**Run 1: M3 wires**

Scale: 3 px per um.
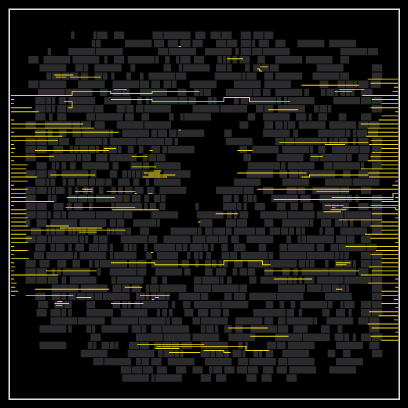
**Run 1: nets reached from selected ports**

Scale: 4 px per um.
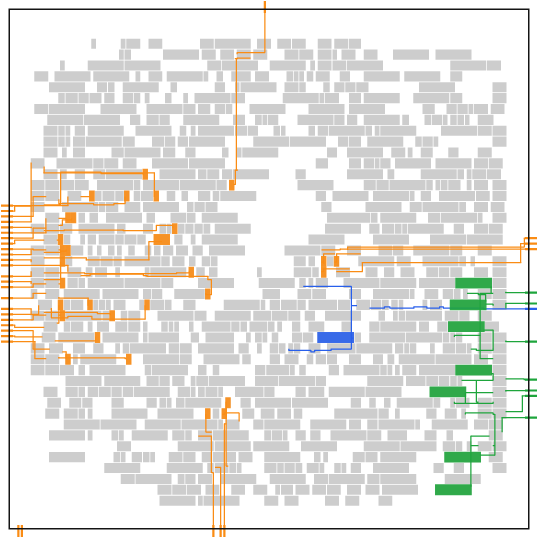
**Run 1: clock routing**

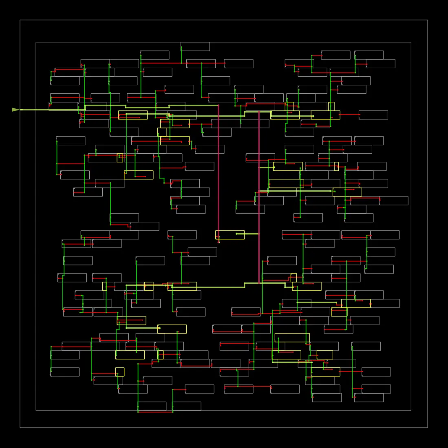
Design fetch_unit_flat, sky130hd; sources not shown.
==> run_results.csv, run 1 <==
group,metric,value,unit
yosys,yosysWarnings,0,
yosys,async_flop_share,1.000,
final_layout,final_area,0.009578,mm^2
critical_path,cp-end-kind,"primary output",
final_layout,mostFrequentLayoutCell,"clkdlybuf4s50_1",
grt,grt_pass1_wl,32050,um
critical_path,crit_slowest_cell,"clkdlybuf4s50_1",
clock_network,post_cts_buffers,0,
final_timing,skew,7.539,ps
yosys,ys.flop_type,"dfrtp_1",
final_timing,final.period_utilization,0.9001,
final_timing,tns,0,ps
yosys,top_area_cell,"dfrtp_1",
final_layout,num-fill-cells,1017,
final_layout,final-seq-area,0.004054,mm^2
clock_network,h-tree-depth,4,
yosys,top_cell,"dfrtp_1",
final_layout,nets,894,
clock_network,root_buffer,"clkbuf_16",
clock_network,cts_tree,"built",
grt,grt_usage,0.2400,
flow_run,warnings,30,
clock_network,clkTransAtPathRegs,60,ps
critical_path,worstSetupPathDepth,1,
floorplanning,die_w,129.5,um
status,status,"complete, no violations",
clock_network,post_cts_resize_count,0,
critical_path,ff2ff_path_depth,7,
critical_path,slowest_delay,900,ps
final_layout,layout_top_cells_excl_fill_tap,"clkdlybuf4s50_1, dfrtp_1, nand2_1",
yosys,synth_cell_types,45,
final_timing,grt_setup_unrepaired,"false",
final_layout,comb_area,0.002769,mm^2
critical_path,arrival,1820,ps
final_timing,worstMarginPinSlew,705.3,ps
floorplanning,fp_util,0.5122,
final_timing,setup_ws,259.7,ps
power_and_ir_drop,ir_drop,0.0004477,V
grt,grt_overflow,0,
yosys,ys_cells,665,
yosys,synth-edff-count,0,
final_layout,finalCoreUtilization,0.6873,
placement,post-place-cells,982,
detailed_routing,vias_per_cell,5.892,
final_timing,setup_violations,0,
worst_hold_path,min_path_type,"input port to asynchronous set/reset pin",
detailed_routing,dr.pass1.iters,5,
critical_path,crit_fanout,9,
final_timing,post-route-min-period,2340,ps
About 'M3 wires':
share of all routed wire: 8.8%
main direction: horizontal
longest straight run: 46.7 um
nets with wire on the layer: 172
final wirelength: 19550 um
Via Count: 5969
met3 Use GR: 0.06348

About 'nets reached from selected ports':
[orange] `bus_redirect_pc_i` | bits: 32 | direction: input | edge: 23 left, 5 bottom, 3 right, 1 top | end cells: 30 | wire: 906 um
[blue] `bus_if_valid_o` | bits: 1 | direction: output | edge: right | end cells: 1 | wire: 88.0 um
[green] `bus_if_opcode_o` | bits: 7 | direction: output | edge: right | end cells: 7 | wire: 178 um
IO buf count: 169
IO Pins: 174

About 'clock routing':
clock latency at the later pin of the worst-skew pair: 420 ps
CTS Buf Count: 17
total clock network power: 2.42 mW
clock sinks: 162
clkbuf count: 21

==> run 1: area by class of cell <==
class                           instances  area share
Clock buffer                           21     0.04807
Clock inverter                         10     0.01150
Inverter                                5    0.001960
Multi-Input combinational cell        439      0.2891
Sequential cell                       162      0.4233
Tap cell                              180     0.02351
Timing Repair Buffer                  196      0.2026
==> run 1: where the power goes <==
| group | leakage (nW) | total [mW] | internal, mW | switching, mW |
|---|---|---|---|---|
| clock network | 0.271 | 2.42 | 1.45 | 0.965 |
| logic | 1.62 | 1.88 | 0.676 | 1.20 |
| registers | 2.13 | 3.06 | 2.81 | 0.251 |
==> run 1: cell families after synthesis <==
kind of cell,Yosys count,share of synthesized area
xor gates and xnor gates,27,0.03314
DFF,162,0.5680
AOI/OAI and AO/OA,232,0.2209
muxes,2,0.002980
adders and majority gates,4,0.007013
and+or+nand+nor,172,0.1178
buffers and inverters,65,0.04961
other,1,0.0005254
==> run 1: layer usage <==
layer  global-route usage  vias to the layer above  part of all wire
met1               0.3302                     2979              0.43
met2               0.3854                      278              0.48
li1                     -                     2697                 -
met3              0.06348                       15             0.088
met5                    0                        -                 0
met4              0.05623                        0            0.0084
**Run 1: placed cells, one color a class**

Scale: 2 px per um.
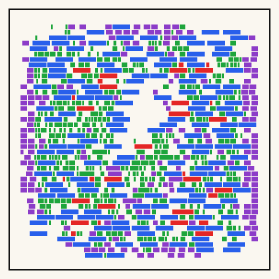

## Run 2: what changed since run 1
- CELL_PAD_IN_SITES_DETAIL_PLACEMENT: not set -> 0
- CELL_PAD_IN_SITES_GLOBAL_PLACEMENT: not set -> 2
- CORE_UTILIZATION: 50 -> 31
- PLACE_DENSITY: 0.81 -> not set
- PLACE_DENSITY_LB_ADDON: not set -> 0.1
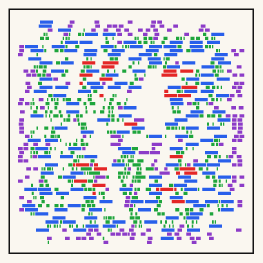
**Above:** run 2 (placed cells, one color a class).
Scale: 1.5 px per um.
[green] combinational and other logic | cells: 444
[blue] flops | cells: 162
[purple] other buffers and delay cells | cells: 197
[red] clock drivers and dummy loads | cells: 30
Rows: 55
final core utilization: 0.4332
core area: 0.02264 mm^2
post-route cell area: 0.009808 mm^2

==> run_results.csv, run 2 <==
group,metric,value,unit
final_timing,skew,10.08,ps
final_timing,worstMarginPinSlew,584.0,ps
final_timing,tns,0,ps
yosys,synth-edff-count,0,
yosys,ys.flop_type,"dfrtp_1",
clock_network,post_cts_resize_count,0,
detailed_routing,dr.pass1.iters,8,
final_timing,setup_violations,0,
grt,busiest_layer,"met2",
clock_network,post_cts_buffers,0,
yosys,top_cell,"dfrtp_1",
clock_network,numClockSinks,162,
yosys,async_flop_share,1.000,
yosys,yosysWarnings,0,
clock_network,root_buffer,"clkbuf_16",
final_timing,post-route-min-period,2383,ps
detailed_routing,wl_met2,10190,um
detailed_routing,vias_per_cell,5.177,
final_layout,layout_top_cells_excl_fill_tap,"clkdlybuf4s50_1, dfrtp_1, nand2_1",
grt,grt_overflow,0,
placement,post-place-cells,1088,
power_and_ir_drop,ir_drop,0.0003611,V
yosys,synth.cellmix.adderShare,0.007013,
yosys,ys_sh_aoi,0.2209,
clock_network,insertion_delay,420,ps
final_layout,mostFrequentLayoutCell,"clkdlybuf4s50_1",
final_timing,grt_setup_unrepaired,"false",
yosys,synth.logic.top_family,"AND-OR/OR-AND gates",
yosys,ys_cells,665,
floorplanning,io_pins,174,
critical_path,crit_fanout,9,
yosys,top_area_cell,"dfrtp_1",
clock_network,h-tree-depth,4,
yosys,mux_area_frac,0.002980,
yosys,synth_cell_types,45,
critical_path,cp-end-kind,"primary output",
clock_network,numCtsBuffers,17,
critical_path,slowest_delay,880,ps
detailed_routing,wl_met1,10110,um
placement,io_buffer_count,169,
critical_path,ff2ff_path_depth,7,
yosys,xor_share,0.03313,
final_layout,nets,895,
clock_network,cts_tree,"built",
detailed_routing,wl_met3,1188,um
critical_path,worstSetupPathDepth,1,
detailed_routing,top_layer_used,"met4",
final_timing,final.period_utilization,0.9167,
worst_hold_path,min_path_type,"input port to asynchronous set/reset pin",
clock_network,clkTransAtPathRegs,60,ps
floorplanning,die_w,161.7,um
status,status,"complete, no violations",
yosys,ys_sh_simple,0.1178,
critical_path,arrival,1860,ps
grt,grt_usage,0.1675,
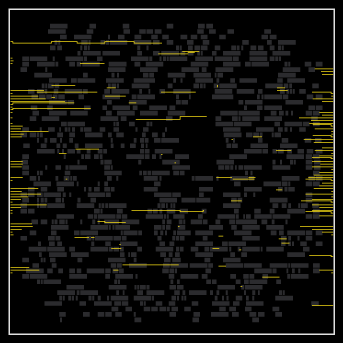
**Above:** run 2 (M3 wires).
Scale: 2 px per um.
nets with wire on the layer: 123
longest straight run: 38.9 um
share of all routed wire: 5.5%
wire length on this layer: 1190 um
main direction: horizontal
Via Count: 5788
final wirelength: 21690 um
met3 Use GR: 0.04263

## run 2: cell count changes in the layout (fill, tap and decap cells not counted), sizes merged
| cell | delta |
|---|---|
| inv | +2 |
| buf | +1 |
| clkbuf | -3 |
| bufinv | +2 |
| clkinvlp | -1 |
| clkinv | -1 |
## run 2: layout make-up
| class | count | area [um^2] |
|---|---|---|
| inverter | 5 | 18.77 |
| timing repair buffer | 197 | 1998 |
| multi-input combinational | 439 | 2769 |
| fill | 2183 | 12830 |
| tap | 285 | 356.6 |
| sequential | 162 | 4054 |
| clock inverter | 12 | 182.7 |
| clock buffer | 18 | 429.2 |
## run 2: worst register-to-register path, stage by stage, from the launching register on
cell and delay [ps]:
dfrtp_1 410, inv_1 70, ha_1 350, and4_1 380
and4_1 420, nand4_1 150, xor2_1 160, o21ai_0 150
## run 2: per-stage QoR
step           utilization  setup slack (ps)
2_1_floorplan            -             555.2
3_3_place_gp        0.4062             176.8
3_5_place_dp        0.4062             155.9
4_1_cts             0.4332             214.7
5_1_grt             0.4332             170.2
6_report            0.4332             216.7
## run 2: where the power goes
part | switching [mW] | internal [mW] | leakage [nW]
registers | 0.248 | 2.81 | 2.13
clock network | 1.04 | 1.61 | 0.289
logic | 1.21 | 0.690 | 1.63
total | 2.51 | 5.11 | 4.06
## run 2: cell families (layout without fill, tap and decap cells)
logic type,count (synthesis),after routing
DFF,162,162
xor gates and xnor gates,27,27
and+or+nand+nor,172,172
buffers and inverters,65,232
adders and majority gates,4,4
muxes,2,2
AOI/OAI and AO/OA,232,232
other,1,2
Power and IR drop assume default switching activity.
